**src/rtl/output_drain_fifo_if.sv**
```systemverilog
// Handshake bundle between the conv controller/datapath, the output drain FIFO and the consumer.
//   slave  : the FIFO side (takes the in_* tuple stream and flush, drives out_* and status)
//   master : the environment side (drives the in_* tuple stream, flush and out_ready)
// Signals:
//   in_valid/in_data/in_x/in_y/in_ch  finished output tuple from the controller/datapath
//   stall_upstream                    controller must stop issuing MACs
//   out_valid/out_ready               consumer handshake on the head entry
//   out_data/out_x/out_y/out_ch       head entry contents
//   level                             occupancy, 0..DEPTH
//   overflow_err                      sticky: a write was dropped
//   frame_done                        one-cycle pulse after the last tuple of a frame drains
//   flush                             synchronous clear
interface output_drain_fifo_if #(
    parameter int unsigned DATA_WIDTH = 32,
    parameter int unsigned DEPTH      = 8
);
    localparam int unsigned LvlW = $clog2(DEPTH) + 1;

    logic                  in_valid;
    logic [DATA_WIDTH-1:0] in_data;
    logic [31:0]           in_x;
    logic [31:0]           in_y;
    logic [31:0]           in_ch;
    logic                  stall_upstream;
    logic                  out_valid;
    logic                  out_ready;
    logic [DATA_WIDTH-1:0] out_data;
    logic [31:0]           out_x;
    logic [31:0]           out_y;
    logic [31:0]           out_ch;
    logic [LvlW-1:0]       level;
    logic                  overflow_err;
    logic                  frame_done;
    logic                  flush;

    modport slave (
        input  in_valid, in_data, in_x, in_y, in_ch, out_ready, flush,
        output stall_upstream, out_valid, out_data, out_x, out_y, out_ch,
        output level, overflow_err, frame_done
    );

    modport master (
        output in_valid, in_data, in_x, in_y, in_ch, out_ready, flush,
        input  stall_upstream, out_valid, out_data, out_x, out_y, out_ch,
        input  level, overflow_err, frame_done
    );
endinterface

```
**src/rtl/output_drain_fifo.sv**
```systemverilog
// Output drain FIFO: captures finished (data, x, y, ch) tuples from the conv controller/datapath
// and drains them to the consumer over valid/ready, first-word-fall-through.
// Ports:
//   clk        clock
//   arst_n_in  asynchronous active-low reset
//   bus        output_drain_fifo_if.slave (tuple input, consumer handshake, status, flush)
// stall_upstream asserts while fewer than ALMOST_FULL_MARGIN slots are free, leaving room for
// results still in the MAC pipeline. overflow_err is sticky until flush or reset.
// Optional feature: define OUTPUT_RELU_EN to clamp negative data words to zero on write.
module output_drain_fifo #(
    parameter int unsigned DATA_WIDTH         = 32,
    parameter int unsigned DEPTH              = 8,
    parameter int unsigned ALMOST_FULL_MARGIN = 6,
    parameter int unsigned FEATURE_MAP_WIDTH  = 1024,
    parameter int unsigned FEATURE_MAP_HEIGHT = 1024,
    parameter int unsigned OUTPUT_NB_CHANNELS = 64
) (
    input  logic                     clk,
    input  logic                     arst_n_in,
    output_drain_fifo_if.slave       bus
);
    localparam int unsigned PtrW = $clog2(DEPTH);
    localparam int unsigned LvlW = PtrW + 1;

    localparam logic [LvlW-1:0] DepthLvl  = LvlW'(DEPTH);
    localparam logic [LvlW-1:0] MarginLvl = LvlW'(ALMOST_FULL_MARGIN);
    localparam logic [31:0]     LastX     = 32'(FEATURE_MAP_WIDTH - 1);
    localparam logic [31:0]     LastY     = 32'(FEATURE_MAP_HEIGHT - 1);
    localparam logic [31:0]     LastCh    = 32'(OUTPUT_NB_CHANNELS - 1);

    // Storage, intentionally not reset.
    logic [DATA_WIDTH-1:0] data_mem [DEPTH];
    logic [31:0]           x_mem    [DEPTH];
    logic [31:0]           y_mem    [DEPTH];
    logic [31:0]           ch_mem   [DEPTH];

    logic [PtrW-1:0] wr_ptr_q, wr_ptr_d;
    logic [PtrW-1:0] rd_ptr_q, rd_ptr_d;
    logic [LvlW-1:0] level_q, level_d;
    logic            overflow_q, overflow_d;
    logic            frame_done_q, frame_done_d;

    logic                  not_empty;
    logic                  rd_en;
    logic                  wr_en;
    logic                  mem_we;
    logic                  head_last;
    logic [DATA_WIDTH-1:0] wr_data;

    always_comb begin
        not_empty = (level_q != '0);
        rd_en     = not_empty && bus.out_ready;
        // A full FIFO still accepts when the head leaves in the same cycle.
        wr_en     = bus.in_valid && ((level_q < DepthLvl) || rd_en);
        mem_we    = wr_en && !bus.flush;
        head_last = (x_mem[rd_ptr_q] == LastX) && (y_mem[rd_ptr_q] == LastY) &&
                    (ch_mem[rd_ptr_q] == LastCh);
    end

`ifdef OUTPUT_RELU_EN
    always_comb begin
        wr_data = bus.in_data[DATA_WIDTH-1] ? '0 : bus.in_data;
    end
`else
    always_comb begin
        wr_data = bus.in_data;
    end
`endif

    always_comb begin
        wr_ptr_d     = wr_ptr_q;
        rd_ptr_d     = rd_ptr_q;
        level_d      = level_q;
        overflow_d   = overflow_q;
        frame_done_d = 1'b0;

        if (bus.flush) begin
            wr_ptr_d   = '0;
            rd_ptr_d   = '0;
            level_d    = '0;
            overflow_d = 1'b0;
        end else begin
            if (wr_en) begin
                wr_ptr_d = wr_ptr_q + PtrW'(1);
            end
            if (rd_en) begin
                rd_ptr_d     = rd_ptr_q + PtrW'(1);
                frame_done_d = head_last;
            end
            unique case ({wr_en, rd_en})
                2'b10:   level_d = level_q + LvlW'(1);
                2'b01:   level_d = level_q - LvlW'(1);
                default: level_d = level_q;
            endcase
            if (bus.in_valid && !wr_en) begin
                overflow_d = 1'b1;
            end
        end
    end

    always_ff @(posedge clk or negedge arst_n_in) begin
        if (!arst_n_in) begin
            wr_ptr_q     <= '0;
            rd_ptr_q     <= '0;
            level_q      <= '0;
            overflow_q   <= 1'b0;
            frame_done_q <= 1'b0;
        end else begin
            wr_ptr_q     <= wr_ptr_d;
            rd_ptr_q     <= rd_ptr_d;
            level_q      <= level_d;
            overflow_q   <= overflow_d;
            frame_done_q <= frame_done_d;
        end
    end

    always_ff @(posedge clk) begin
        if (mem_we) begin
            data_mem[wr_ptr_q] <= wr_data;
            x_mem[wr_ptr_q]    <= bus.in_x;
            y_mem[wr_ptr_q]    <= bus.in_y;
            ch_mem[wr_ptr_q]   <= bus.in_ch;
        end
    end

    always_comb begin
        bus.out_valid      = not_empty;
        bus.out_data       = data_mem[rd_ptr_q];
        bus.out_x          = x_mem[rd_ptr_q];
        bus.out_y          = y_mem[rd_ptr_q];
        bus.out_ch         = ch_mem[rd_ptr_q];
        bus.level          = level_q;
        bus.stall_upstream = (DepthLvl - level_q) < MarginLvl;
        bus.overflow_err   = overflow_q;
        bus.frame_done     = frame_done_q;
    end
endmodule

```
**src/flat_wrapper.sv**
```systemverilog
// flat-port wrapper written by rule: the top's interface ports become plain ports
module output_drain_fifo_flat 
#(
    parameter int unsigned DATA_WIDTH         = 32,
    parameter int unsigned DEPTH              = 8,
    parameter int unsigned ALMOST_FULL_MARGIN = 6,
    parameter int unsigned FEATURE_MAP_WIDTH  = 1024,
    parameter int unsigned FEATURE_MAP_HEIGHT = 1024,
    parameter int unsigned OUTPUT_NB_CHANNELS = 64
)
  (clk, arst_n_in, bus_in_valid, bus_in_data, bus_in_x, bus_in_y, bus_in_ch, bus_out_ready, bus_flush, bus_stall_upstream, bus_out_valid, bus_out_data, bus_out_x, bus_out_y, bus_out_ch, bus_level, bus_overflow_err, bus_frame_done);
  output_drain_fifo_if #(.DATA_WIDTH(DATA_WIDTH), .DEPTH(DEPTH)) bus_i ();
  input  logic clk;
  input  logic arst_n_in;
  input wire logic [$bits(bus_i.in_valid)-1:0] bus_in_valid;
  input wire logic [$bits(bus_i.in_data)-1:0] bus_in_data;
  input wire logic [$bits(bus_i.in_x)-1:0] bus_in_x;
  input wire logic [$bits(bus_i.in_y)-1:0] bus_in_y;
  input wire logic [$bits(bus_i.in_ch)-1:0] bus_in_ch;
  input wire logic [$bits(bus_i.out_ready)-1:0] bus_out_ready;
  input wire logic [$bits(bus_i.flush)-1:0] bus_flush;
  output wire logic [$bits(bus_i.stall_upstream)-1:0] bus_stall_upstream;
  output wire logic [$bits(bus_i.out_valid)-1:0] bus_out_valid;
  output wire logic [$bits(bus_i.out_data)-1:0] bus_out_data;
  output wire logic [$bits(bus_i.out_x)-1:0] bus_out_x;
  output wire logic [$bits(bus_i.out_y)-1:0] bus_out_y;
  output wire logic [$bits(bus_i.out_ch)-1:0] bus_out_ch;
  output wire logic [$bits(bus_i.level)-1:0] bus_level;
  output wire logic [$bits(bus_i.overflow_err)-1:0] bus_overflow_err;
  output wire logic [$bits(bus_i.frame_done)-1:0] bus_frame_done;
  assign bus_i.in_valid = bus_in_valid;
  assign bus_i.in_data = bus_in_data;
  assign bus_i.in_x = bus_in_x;
  assign bus_i.in_y = bus_in_y;
  assign bus_i.in_ch = bus_in_ch;
  assign bus_i.out_ready = bus_out_ready;
  assign bus_i.flush = bus_flush;
  assign bus_stall_upstream = bus_i.stall_upstream;
  assign bus_out_valid = bus_i.out_valid;
  assign bus_out_data = bus_i.out_data;
  assign bus_out_x = bus_i.out_x;
  assign bus_out_y = bus_i.out_y;
  assign bus_out_ch = bus_i.out_ch;
  assign bus_level = bus_i.level;
  assign bus_overflow_err = bus_i.overflow_err;
  assign bus_frame_done = bus_i.frame_done;
  output_drain_fifo #(.DATA_WIDTH(DATA_WIDTH), .DEPTH(DEPTH), .ALMOST_FULL_MARGIN(ALMOST_FULL_MARGIN), .FEATURE_MAP_WIDTH(FEATURE_MAP_WIDTH), .FEATURE_MAP_HEIGHT(FEATURE_MAP_HEIGHT), .OUTPUT_NB_CHANNELS(OUTPUT_NB_CHANNELS)) u_core (.clk(clk), .arst_n_in(arst_n_in), .bus(bus_i));
endmodule
```
**config.mk**
```make
export PLATFORM = sky130hd
export DESIGN_NAME = output_drain_fifo_flat
export DESIGN_NICKNAME = d
export VERILOG_FILES = /design/src/rtl/output_drain_fifo_if.sv /design/src/rtl/output_drain_fifo.sv /design/src/flat_wrapper.sv
export SDC_FILE = /design/constraint.sdc
export NUM_CORES = 1
export LEC_CHECK = 0
export ABC_AREA = 1
export ABC_CLOCK_PERIOD_IN_PS = 6400
export CAP_MARGIN = 20
export CORE_ASPECT_RATIO = 0.7
export CORE_MARGIN = 2
export CORE_UTILIZATION = 40
export CTS_BUF_LIST = sky130_fd_sc_hd__clkbuf_16
export DETAILED_ROUTE_END_ITERATION = 6
export GPL_TIMING_DRIVEN = 1
export PLACE_DENSITY_LB_ADDON = 0.08
export SETUP_SLACK_MARGIN = 0.15
export SYNTH_ARGS = -nofsm -noshare
export SYNTH_HDL_FRONTEND = slang
export SYNTH_SLANG_ARGS = --single-unit
```
**constraint.sdc**
```tcl
create_clock -name clk -period 6.4 [get_ports clk]
set_input_delay 0.64 -clock clk [delete_from_list [all_inputs] [get_ports clk]]
set_output_delay 0.64 -clock clk [all_outputs]
set_load 0.01 [all_outputs]
```
**Selected gate families**

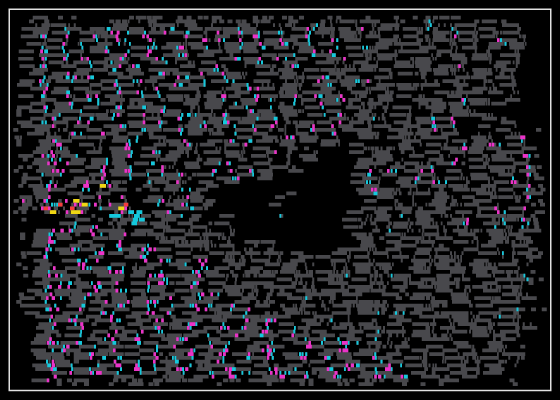
color	family	cells
cyan	nor cells	557
magenta	aoi and oai cells	412
yellow	fa/ha/maj cells	6
red	xor and xnor cells	4
combinational share of cell area: 0.187
most numerous logic cell after layout: nand2_1
Final Non-Filler Cells: 5423

**Signal wires on met3**

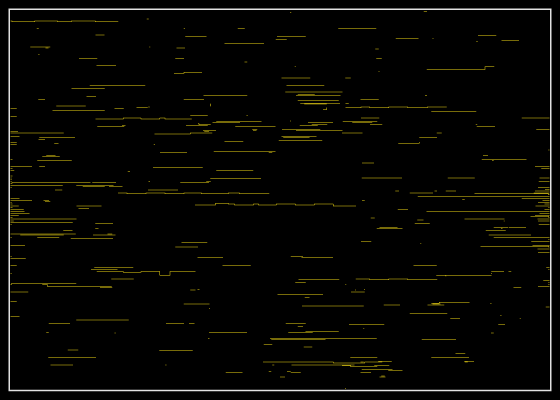
wire length on this layer	5060 um
nets with wire on the layer	187
Vias: 26514
grt met3 use: 0.0340

==> flow_summary_export.csv <==
group,metric,value,unit
outcome,status,"finished, final reports clean",
clock_tree,cts_tree,"done",
worst_setup_path,cpPeakStageDelay,1.02,ns
final_timing,hold-worst-slack,0.377,ns
clock_tree,cts.sinks,1036,
final_timing,tightestPinTransition,1.20,ns
final_timing,fin_skew,0.0196,ns
run,warning_count,38,
final_timing,hold_viol,0,
floorplan,rows,99,
layout,drive_above_1_share,0.0457,
clock_tree,clk_pin_slew,0.07,ns
final_timing,fin_ws,1.48,ns
worst_setup_path,worstRegToRegCells,13,
final_timing,fmax,203,MHz
run,maxCapViolations,0,
worst_setup_path,critPathKind,"reg2out",
layout,design_area,49500,um2
synthesis,fp_nets,3858,
floorplan,fp.coreArea,105000,um2
worst_setup_path,rr_startpoint,"u_core.rd_ptr_q[1]",
pwr,ir_drop,0.429,mV
final_timing,setup_viol,0,
final_timing,max_slew_margin,0.199,
worst_setup_path,path_cells,"buf_4 -> buf_4 -> o21ai_0 -> o22ai_1 -> nor2_1 -> a31oi_1 -> clkdlybuf4s50_1",
floorplan,chipArea,108000,um2
clock_tree,cts_made_buffers,103,
worst_setup_path,cpMostUsedCell,"buf_4",
synthesis,ys_chip_area,42300,um2
final_timing,setup_tns,0,ns
worst_setup_path,worst_ep_arrival_time,4.28,ns
worst_setup_path,crit_slowest_cell,"dfrtp_4",
global_routing,overflow,0,
worst_setup_path,start_kind,"flip-flop",
drt,routedWlPerCell,20.6,um
drt,antenna_left,0,
synthesis,yosys_warnings,0,
clock_tree,post_cts_buffers,0,
layout,final_cell_mix,"1037 x nand2_1, 1024 x edfxtp_1, 549 x nor2_1",
clock_tree,clk_path_buf_depth,3,
layout,synthToLayoutAreaGrowth,17.0,%
worst_setup_path,cp_max_fo,62,
clock_tree,root_buffer,"clkbuf_16",
synthesis,syn_area_per_cell,11.4,um2
synthesis,ys_ff,1036,
final_timing,rsz0062_at_grt,"no",
drt,drc_errors,0,
pwr,cellLeakagePower,18.6,nW
worst_setup_path,end_kind,"output pin",
final_timing,min_period,4.92,ns
worst_setup_path,startpoint,"u_core.rd_ptr_q[1]",
clock_tree,clk_latency,0.68,ns
floorplan,die_h,276,um
placement,gp_congestion,0.750,
global_routing,grtUsageTotal,0.204,
drt,drtPass1Iterations,5,
synthesis,synthDistinctLibCells,24,
placement,placed_area,46300,um2
synthesis,syn_area,42300,um2
synthesis,syn_inst,3719,
floorplan,pin_count,269,
drt,drt-initial-drc-count,1806,
synthesis,top_area_frac,0.726,
clock_tree,htreeDepth,3,
placement,dpl.cell_count,5239,
placement,dp_slack,2.12,ns
global_routing,grt_pass1_wl,167000,um
drt,wl,112000,um
final_timing,finalMaxSlewViolations,0,
worst_setup_path,required,5.76,ns
placement,portBuffers,268,
synthesis,top_cells_by_area,"edfxtp_1 73%, nand2_1 9.2%, nor2_1 4.9%",
hold_path,hp-class,"in2async",
clock_tree,ctsResizeCount,0,
global_routing,antenna_found_initial,9,
floorplan,die_w,393,um
synthesis,yosys.area.top_type,"edfxtp_1",
clock_tree,hold_buffers,0,
pwr,powerDensity,370,nW/um2
placement,hpwl,56500,um
global_routing,grt_max_degree,249,
layout,num-nets-final,4069,
synthesis,synth-cells-yosys,3719,
global_routing,grt_pass1_vias,25643,
**Track usage over the die**

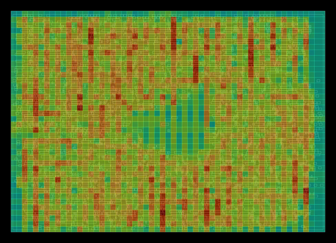
final core occ: 0.474
GRT Max-Usage Layer: met2

[layer usage]
layer  vias to the layer above  part of all wire  GRT usage
met5                         -           0.00085          0
met4                        14             0.018     0.0473
met3                       132             0.045     0.0340
met2                       520              0.46      0.319
met1                     12902              0.48      0.300
li1                      12946                 -          -
[registers in the layout (all words and copies together) (netlist names)]
register                 cells
u_core.x_mem               256
u_core.bus.frame_done        1
u_core.rd_ptr_q              3
u_core.bus.overflow_err      1
u_core.bus.level             4
u_core.wr_ptr_q              3
u_core.data_mem            256
u_core.y_mem               256
u_core.ch_mem              256
[cell type report]
type / count / area [um2]
antenna: 2 / 5.00
clock buffer: 106 / 2650
clock inverter: 76 / 539
fill: 9556 / 55000
inverter: 281 / 1090
multi-input combinational: 2203 / 9260
sequential: 1036 / 31100
tap: 1414 / 1770
timing repair buffer: 305 / 3150
[synthesized netlist by cell type]
library cell,instances
inv_1,279
o21ai_0,312
xnor2_1,1
edfxtp_1,1024
buf_6,21
nor2_1,557
a21oi_1,6
nand3_1,186
nand2_1,1037
o22ai_1,38
buf_2,75
a31oi_1,32
dfrtp_1,12
fa_1,1
ha_1,5
xor2_1,3
buf_4,8
buf_1,19
o211ai_1,3
o21a_1,1
inv_4,1
clkbuf_1,76
o21ai_1,21
clkinv_1,1
[through the flow]
stage	power, mW	utilization
3_3_place_gp	12.7	0.443
5_1_grt	19.3	0.474
4_1_cts	18.5	0.474
3_5_place_dp	12.7	0.443
6_report	18.3	0.474
2_1_floorplan	10.7	-
[report_power, final]
group          switching (mW)  total (mW)  internal (mW)
Clock                    2.52        5.81           3.29
Combinational            3.08        4.78           1.71
Sequential             0.0904        7.72           7.63
[kinds of logic (layout without fill, tap and decap cells)]
| logic type | Yosys count | in the layout | share of synthesized area |
|---|---|---|---|
| compound gates | 413 | 413 | 0.0511 |
| xor+xnor | 4 | 4 | 0.000828 |
| fa+ha+maj | 6 | 6 | 0.00195 |
| buf+inv | 480 | 768 | 0.0493 |
| flops | 1036 | 1036 | 0.733 |
| other cells | 0 | 2 | 0 |
| simple gates | 1780 | 1780 | 0.163 |
[critical path, delay by kind of cell (launching register included)]
family	cells	cell delay, ns
buffers and inverters	3	1.84
AOI/OAI and AO/OA	3	0.65
and+or+nand+nor	1	0.05
DFF	1	1.02
[worst paths after layout]
kind                                      endpoint  slack, ns
hold reg to reg            u_core.bus.overflow_err       0.53
setup reg to reg             u_core.bus.frame_done       2.29
setup / recovery                   bus_out_data[4]       1.48
hold / removal                 u_core.bus.level[2]       0.38
min in group clk           u_core.bus.overflow_err       0.53
max in group asynchronous       u_core.rd_ptr_q[0]       5.50
Power is estimated from default activity; no workload was simulated.
